**Run 1: cell density map**

Scale: 3 px per um. 10 x 10 tiles, from black (low) to pale yellow (high), 0 to 100% covered.
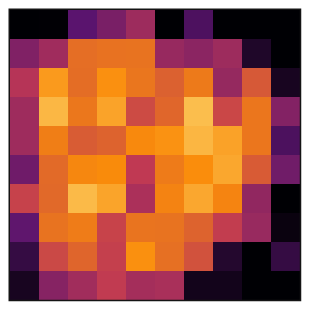
**Run 1: clock wires, drivers and flops**

Scale: 6 px per um.
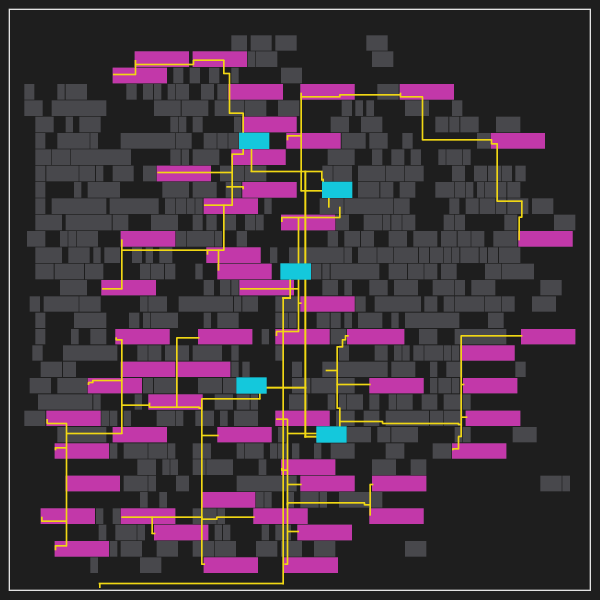
**Run 1: clock wiring as the flow saved it**

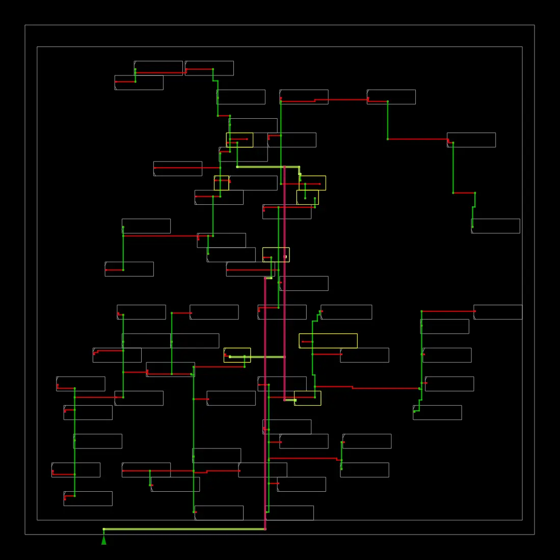
<file path="src/rtl/maxpool_pkg.sv">
// Shared sizing defaults for the 2x2 max-pool stage behind the dual row-stack buffer.
package maxpool_pkg;
  localparam int DEF_DATA_W = 8;
  localparam int DEF_COL_W  = 9;
  localparam int DEF_SIZE_W = 8;
  // Pooling window edge; the datapath is currently hard-wired to 2x2.
  localparam int POOL_K     = 2;
endpackage

</file>
<file path="src/rtl/maxpool_2x2_unit_pool_max2.sv">
// Unsigned max of two pixels, purely combinational (zero latency, no flow control).
import maxpool_pkg::*;

module pool_max2 #(
  parameter int DATA_W = DEF_DATA_W
) (
  input  logic [DATA_W-1:0] a,
  input  logic [DATA_W-1:0] b,
  output logic [DATA_W-1:0] y
);

  assign y = (a >= b) ? a : b;

endmodule

</file>
<file path="src/rtl/maxpool_2x2_unit.sv">
// 2x2 stride-2 unsigned max-pool over a top/bottom row pair; one output per column pair.
// One register stage; en qualifies every beat and all state holds while it is low.
import maxpool_pkg::*;

module maxpool_2x2_unit #(
  parameter int DATA_W = DEF_DATA_W,
  parameter int COL_W  = DEF_COL_W,
  parameter int SIZE_W = DEF_SIZE_W
) (
  input  logic              clk,
  input  logic              rst,
  input  logic              en,
  input  logic [DATA_W-1:0] row_top,
  input  logic [DATA_W-1:0] row_bot,
  input  logic [SIZE_W-1:0] SIZE_maxpooling_IN,
  output logic [DATA_W-1:0] pool_out,
  output logic              pool_valid,
  output logic [COL_W-1:0]  pool_col,
  output logic              row_done
);

  logic [COL_W-1:0]  in_col_q, in_col_d;
  logic [COL_W-1:0]  out_cnt_q, out_cnt_d;
  logic [COL_W-1:0]  pool_col_q, pool_col_d;
  logic              phase_q, phase_d;
  logic              pool_valid_q, pool_valid_d;
  logic              row_done_q, row_done_d;
  logic [DATA_W-1:0] hold_q, hold_d;
  logic [DATA_W-1:0] pool_out_q, pool_out_d;
  logic [SIZE_W-1:0] size_q, size_d;
  logic [SIZE_W-1:0] eff;
  logic [DATA_W-1:0] vmax, hmax;
  logic              first_col, last;

  pool_max2 #(.DATA_W(DATA_W)) u_vmax (.a(row_top), .b(row_bot), .y(vmax));
  pool_max2 #(.DATA_W(DATA_W)) u_hmax (.a(hold_q),  .b(vmax),    .y(hmax));

  // Row width is sampled only on column 0 so a mid-row size change waits for the next row.
  assign first_col = (in_col_q == '0);
  assign eff       = first_col ? SIZE_maxpooling_IN : size_q;
  assign last      = en && ((eff < SIZE_W'(2)) || (in_col_q == COL_W'(eff - SIZE_W'(1))));

  always_comb begin
    in_col_d     = in_col_q;
    out_cnt_d    = out_cnt_q;
    pool_col_d   = pool_col_q;
    phase_d      = phase_q;
    hold_d       = hold_q;
    pool_out_d   = pool_out_q;
    size_d       = size_q;
    pool_valid_d = 1'b0;
    row_done_d   = 1'b0;
    if (en) begin
      if (first_col) size_d = SIZE_maxpooling_IN;
      if (!phase_q) begin
        hold_d  = vmax;
        phase_d = 1'b1;
      end else begin
        pool_out_d   = hmax;
        pool_valid_d = 1'b1;
        pool_col_d   = out_cnt_q;
        out_cnt_d    = out_cnt_q + COL_W'(1);
        phase_d      = 1'b0;
      end
      in_col_d = in_col_q + COL_W'(1);
      // An unpaired trailing column only touched hold and is dropped here.
      if (last) begin
        in_col_d   = '0;
        phase_d    = 1'b0;
        out_cnt_d  = '0;
        row_done_d = 1'b1;
      end
    end
  end

  always_ff @(posedge clk or posedge rst) begin
    if (rst) begin
      in_col_q     <= '0;
      out_cnt_q    <= '0;
      pool_col_q   <= '0;
      phase_q      <= 1'b0;
      hold_q       <= '0;
      pool_out_q   <= '0;
      size_q       <= '0;
      pool_valid_q <= 1'b0;
      row_done_q   <= 1'b0;
    end else begin
      in_col_q     <= in_col_d;
      out_cnt_q    <= out_cnt_d;
      pool_col_q   <= pool_col_d;
      phase_q      <= phase_d;
      hold_q       <= hold_d;
      pool_out_q   <= pool_out_d;
      size_q       <= size_d;
      pool_valid_q <= pool_valid_d;
      row_done_q   <= row_done_d;
    end
  end

  assign pool_out   = pool_out_q;
  assign pool_valid = pool_valid_q;
  assign pool_col   = pool_col_q;
  assign row_done   = row_done_q;

endmodule

</file>
<file path="config.mk">
export PLATFORM = sky130hd
export DESIGN_NAME = maxpool_2x2_unit
export DESIGN_NICKNAME = d
export VERILOG_FILES = /design/src/rtl/maxpool_pkg.sv /design/src/rtl/maxpool_2x2_unit_pool_max2.sv /design/src/rtl/maxpool_2x2_unit.sv
export SDC_FILE = /design/constraint.sdc
export NUM_CORES = 1
export LEC_CHECK = 0
export ABC_AREA = 0
export CORE_MARGIN = 2
export CORE_UTILIZATION = 40
export DETAILED_ROUTE_END_ITERATION = 8
export GPL_TIMING_DRIVEN = 0
export PLACE_DENSITY = 0.63
export SYNTH_ARGS = -nofsm -noshare
export SYNTH_HDL_FRONTEND = slang
export SYNTH_SLANG_ARGS = --single-unit
</file>
<file path="constraint.sdc">
create_clock -name clk -period 3.65 [get_ports clk]
set_clock_uncertainty 0.05 [all_clocks]
set_input_delay 0.73 -clock clk [delete_from_list [all_inputs] [get_ports clk]]
set_output_delay 0.73 -clock clk [all_outputs]
set_load 0.05 [all_outputs]
</file>
==> reports/metrics.cfg, run 1 <==
[clock_tree]
cts_hold_buf = 0
cts_buffers = 5
ctsResizeCount = 43

[synth]
edf_count = 0
largest_area_cell = dfrtp_1
synthTopCellsByArea = dfrtp_1 39%, ha_1 7.3%, nand2_1 6.1%
synth.most_common_cell = nand2_1
ys_cells = 368
async_flop_share_pct = 100
ys_chip_area_um2 = 3430

[setup_path]
crit_type = reg -> reg
arrival_ps = 3740
critical_path_required_ps = 3800
crit_buf_inv = 3
worstReg2RegEnd = phase_q$_DFFE_PP0P_
reg2reg_from = in_col_q[0]$_DFFE_PP0P_
crit_path_end = phase_q$_DFFE_PP0P_
r2r_slack_ps = 60
crit_path_cell_trace = inv_2, ha_4, or4b_4, nor2_4, buf_8, mux2i_4, ha_4, xnor2_1, a21o_1, nor4_1, a21oi_1, nor4_1, a41o_2, buf_6, nor2_1, mux2_2

[placed_design]
placed_area_um2 = 4140
io_buffers = 44
place_congestion = 0.889
dp_cells = 518
dp_hpwl_um = 5700

[min_path]
worstHoldStart = pool_out[6]$_DFFE_PP0P_
hold_depth = 2

[cells_and_area]
dominant_cells = combinational gates
comb_area_um2 = 2150
buffer_area_share_pct = 15.8
nets = 486
final.clkbuf_count = 5
design_area_um2 = 4560
antennaDiodeCount = 0

[pwr]
p_seq_share_pct = 31.9
power.density_nw_per_um2 = 712
power.leakage_uw = 0.00198
irDropWorstVdd_uv = 334

[grt]
groute.usage.overall_pct = 17.2
antenna_found_initial = 0
overflow = 0

[routing]
drc = 0
drt-pass1-iter-count = 4
drtIter0Drc = 104

[flow_run]
warning_count = 29
cap_violations = 0

[sta]
slew_viol_final = 0
setup_tns_ps = 0
period_needed_ps = 3590
fin_crit_sh_pct = 98.3

[floorplan]
ios = 46
fp_util_pct = 41.5
chip_area_um2 = 9330

[run_status]
status = finished clean

Back to the opening pictures, 'cell density map':
densest ninth of the die: center
emptiest ninth of the die: south-east
tiles over 75% full: 14%
fullest tile: 86%
nearly empty tiles: 11%

Back to the opening pictures, 'clock wires, drivers and flops':
[cells driving clock nets] cyan | count: 5
[flip-flops] magenta | count: 54
[clock wires] yellow | length: 719 um
routed clock nets: 6

Back to the opening pictures, 'clock wiring as the flow saved it':
P_clk: 428 uW
clock latency on the worst-skew pair: 310 ps
seq_cells: 54
Clock Sinks: 54

run 1: state kept, by name, indices dropped and copies added (netlist names):
register,cells
phase_q,1
size_q,8
pool_out,8
in_col_q,9
out_cnt_q,9
pool_col,9
row_done,1
pool_valid,1
hold_q,8
run 1: cells by family after synthesis:
kind of cell | count (synthesis) | share of synthesized area (%)
AOI/OAI and AO/OA | 49 | 8.61
buffers and inverters | 37 | 5.51
and+or+nand+nor | 163 | 26.6
adders and majority gates | 20 | 7.29
DFF | 54 | 39.4
muxes | 21 | 6.46
xor gates and xnor gates | 24 | 6.13
run 1: routing by layer:
metal  vias up  track usage (%)  wire [um]
li1       1408                -          -
met1      1362             22.3       3680
met2        57             29.8       3960
met3         8             2.24        268
met4         0             5.42        116
met5         -                0          0
==> run 2: changes to the inputs <==
GPL_TIMING_DRIVEN = 1   (was 0)
PLACE_DENSITY = 0.6   (was 0.63)
RECOVER_POWER = 100   (was unset)
clock period = 4.1 ns   (was 3.65 ns; I/O delays follow)
==> reports/metrics.cfg, run 2 <==
[run_status]
status = finished clean

[setup_path]
crit_buf_inv = 3  ; unchanged
reg2reg_from = in_col_q[0]$_DFFE_PP0P_
r2r_slack_ps = 310  ; +250 ps
worstReg2RegEnd = out_cnt_q[3]$_DFFE_PP0P_
critical_path_required_ps = 4310  ; +510 ps
arrival_ps = 4090  ; +350 ps
crit_path_cell_trace = clkdlybuf4s50_1, ha_4, a2111oi_4, buf_4, a31oi_4, mux2_4, ha_1, nand2b_4, a21oi_2, nor2b_1, o21ai_1, a21oi_1, o41a_1, buf_6, or3_1, nand3_1

[synth]
simple_gate_area_share_pct = 26.6  ; unchanged
ys_cells = 368  ; unchanged
mux_area_share_pct = 6.46  ; unchanged
synth.most_common_cell = nand2_1
synthTopCellsByArea = dfrtp_1 39%, ha_1 7.3%, nand2_1 6.1%
async_flop_share_pct = 100  ; unchanged
edf_count = 0  ; unchanged
topCombFamilyByArea = simple AND/OR/NAND/NOR gates
fa_ha_area_share_pct = 7.29  ; unchanged
synthXorXnorAreaFrac_pct = 6.13  ; unchanged

[flow_run]
cap_violations = 0  ; unchanged
warning_count = 27  ; -6.9%

[cells_and_area]
design_area_um2 = 4410  ; -3.3%
buffer_area_share_pct = 17.0  ; +1.2 points
seq_cells = 54  ; unchanged
dominant_cells = combinational gates
nets = 484  ; -0.41%
comb_area_um2 = 1980  ; -8.1%
antennaDiodeCount = 0  ; unchanged
final.clkbuf_count = 5  ; unchanged

[placed_design]
place_congestion = 0.897  ; +0.87%
placed_area_um2 = 4190  ; +1.3%
io_buffers = 45  ; +2.3%
dp_hpwl_um = 5790  ; +1.6%

[sta]
period_needed_ps = 3890
fin_crit_sh_pct = 94.8
slew_viol_final = 0  ; unchanged

[min_path]
hold_depth = 2  ; unchanged
worstHoldStart = pool_col[8]$_DFFE_PP0P_

[routing]
drt-pass1-iter-count = 4  ; unchanged
drtIter0Drc = 79  ; -24%

[grt]
overflow = 0  ; unchanged
antenna_found_initial = 0  ; unchanged
groute.usage.overall_pct = 17.4  ; +0.27 points

[floorplan]
ios = 46  ; unchanged
fp_util_pct = 41.5  ; unchanged

[clock_tree]
clock_latency_ps = 320  ; about the same

[pwr]
power.density_nw_per_um2 = 626  ; -12%
irDropWorstVdd_uv = 405  ; +21%

-- run 2: metal layers --
metal,track usage [%],up-vias,part of all wire [%]
met4,6.07,0,1.2
met3,3.25,7,3.4
li1,-,1402,-
met5,0,-,0
met1,22.8,1367,46
met2,29.0,54,49
-- run 2: worst min-delay path, cell delays in order (launching register included) --
cell     delay (ps)
dfrtp_1         350
nand2_1          50
nand2_1          50
-- run 2: metrics by stage --
step	hold slack [ps]	std cells	TNS, ps	util [%]
CTS	441	542	0	52.8
global route	464	543	-1.73	53.4
detailed placement	413	531	-3890	50.8
floorplan	409	368	0	-
finish	428	543	0	53.4
global placement	409	531	-3230	50.8
-- run 2: repair_timing --
item / CTS / global route
buffers inserted: 3 / 1
endpoints found under the setup margin: 8 / 27
pin swaps: 6 / 11
resized: 10 / 27
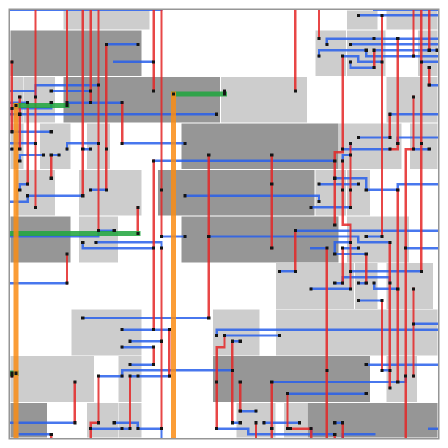
**Above:** run 2 (layout detail).
Window x 36 to 61, y 36 to 61 um. Cells in gray, sequential cells in the stronger gray; small squares are vias.
[met4] orange
[met1] blue
[met2] red
[met3] green
sequential cells in the window: 7
netlist names of flops here include: in_col_q (2), size_q (2)
most frequent: dfrtp_1 (7), nand2_1 (3), nor2_1 (3)
cells with their middle in the window: 36

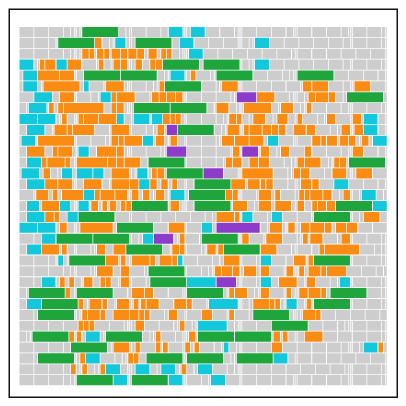
**Above:** run 2 (placed cells, one color a class).
Scale: 4 px per um. Fill, decap, tap and diode cells in gray.
[other buffers and delay cells] cyan | cells: 78 | share of their area: 18%
[flops] green | cells: 54 | share of their area: 32%
[clock drivers and dummy loads] purple | cells: 8 | share of their area: 2.8%
[all other logic] orange | cells: 298 | share of their area: 48%

==> run 3: changes to the inputs <==
ABC_AREA = unset   (was 0)
RECOVER_POWER = unset   (was 100)
==> reports/metrics.cfg, run 3 <==
[run_status]
status = finished clean

[cells_and_area]
drive_gt1_share_pct = 19.9
nets = 484  ; unchanged
final_cells = 543  ; unchanged
comb_area_um2 = 2010  ; +1.8%
dominant_cells = combinational gates
seq_cells = 54  ; unchanged
design_area_um2 = 4460  ; +1.3%
final.clkbuf_count = 5  ; unchanged
lay_top_count = nand2_1
antennaDiodeCount = 0  ; unchanged
buffer_area_share_pct = 17.3  ; +0.26 points
fin_util_pct = 54.1  ; +0.68 points

[sta]
fin_hold_ws_ps = 436  ; +7.04 ps
slew_viol_final = 0  ; unchanged
period_needed_ps = 3900  ; +15.7 ps
setup_tns_ps = 0  ; unchanged
fin_crit_sh_pct = 95.2  ; +0.38 points

[synth]
mux_area_share_pct = 6.46  ; unchanged
synthTopCellsByArea = dfrtp_1 39%, ha_1 7.3%, nand2_1 6.1%
yosysTopAreaCellShare_pct = 39.4
synthCells = 368
ys_cells = 368  ; unchanged
simple_gate_area_share_pct = 26.6  ; unchanged
synth.most_common_cell = nand2_1
edf_count = 0  ; unchanged
fa_ha_area_share_pct = 7.29  ; unchanged
syn_avg_cell_area_um2 = 9.32
topCombFamilyByArea = simple AND/OR/NAND/NOR gates
async_flop_share_pct = 100  ; unchanged
synthXorXnorAreaFrac_pct = 6.13  ; unchanged

[floorplan]
tap_cells = 105
fp_util_pct = 41.5  ; unchanged
ios = 46  ; unchanged

[routing]
drtIter0Drc = 80  ; +1.3%
met2_length_um = 3880  ; +0.86%
met3_wirelength_um = 318  ; +19%
route.layer.met1.wl_um = 3590  ; -1.5%
dr.max_layer_used = met4
drt-pass1-iter-count = 5  ; +1

[grt]
antenna_found_initial = 0  ; unchanged
grtUsageMet1_pct = 22.8  ; unchanged
top_usage_layer = met2
groute.usage.overall_pct = 17.4  ; unchanged
grt_use_met3_pct = 3.25  ; unchanged
met2_usage_pct = 29.0  ; unchanged
overflow = 0  ; unchanged

[setup_path]
critical_path_required_ps = 4310  ; about the same
reg2reg_from = in_col_q[0]$_DFFE_PP0P_
worstReg2RegEnd = phase_q$_DFFE_PP0P_
crit_path_end_kind = flop
start_kind = primary input
r2r_slack_ps = 330  ; +20 ps
arrival_ps = 4110  ; +20 ps

[pwr]
irDropWorstVdd_uv = 428  ; +5.7%
power.density_nw_per_um2 = 633  ; +1.1%
clkPwrFrac_pct = 13.7

[placed_design]
placed_area_um2 = 4190  ; unchanged
io_buffers = 45  ; unchanged
dp_cells = 531  ; unchanged
place_congestion = 0.897  ; unchanged
dp_hpwl_um = 5790  ; unchanged

[flow_run]
warning_count = 27  ; unchanged
cap_violations = 0  ; unchanged

[clock_tree]
post_cts_buffers = 3  ; unchanged
ctsResizeCount = 10  ; unchanged
clock_latency_ps = 320  ; about the same
cts-root-buf = clkbuf_8
path_clk_slew_ps = 110

[min_path]
hold_depth = 2  ; unchanged
min_to = pool_col[8]$_DFFE_PP0P_
worstHoldStart = pool_col[8]$_DFFE_PP0P_

run 3: cell types whose count changed in the layout (fill, tap and decap cells not counted), sizes merged:
| cell | before | now |
|---|---|---|
| buf | 28 | 33 |
| clkdlybuf4s50 | 13 | 34 |
| dlygate4sd3 | 21 | 0 |
| clkbuf | 10 | 5 |
run 3: critical path: stages:
cell	delay, ps
clkdlybuf4s50_1	470
ha_4	200
a2111oi_4	290
buf_4	170
a31oi_4	90
mux2_4	310
ha_1	280
nand2b_4	140
a21oi_2	130
nor2b_1	50
o21ai_1	120
a21oi_1	70
o41a_1	360
buf_6	160
or3_1	340
nand3_1	90
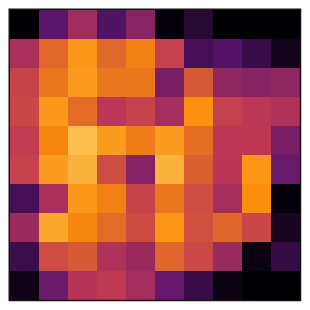
**Above:** run 3 (cell density map).
Scale: 3 px per um. 10 x 10 tiles, from black (low) to pale yellow (high), 0 to 100% covered.
fullest tile: 86%
tiles over 75% full: 15%
mean over tiles: 46%

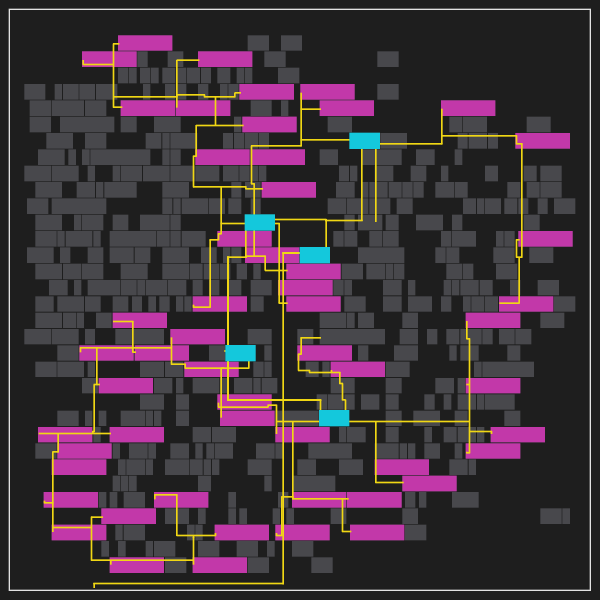
**Above:** run 3 (clock wires, drivers and flops).
Scale: 6 px per um.
[cells driving clock nets] cyan | count: 5
[clock wires] yellow | length: 769 um
[flip-flops] magenta | count: 54
routed clock nets: 6
flops lie: widely spread

Power is estimated from default activity; no workload was simulated.
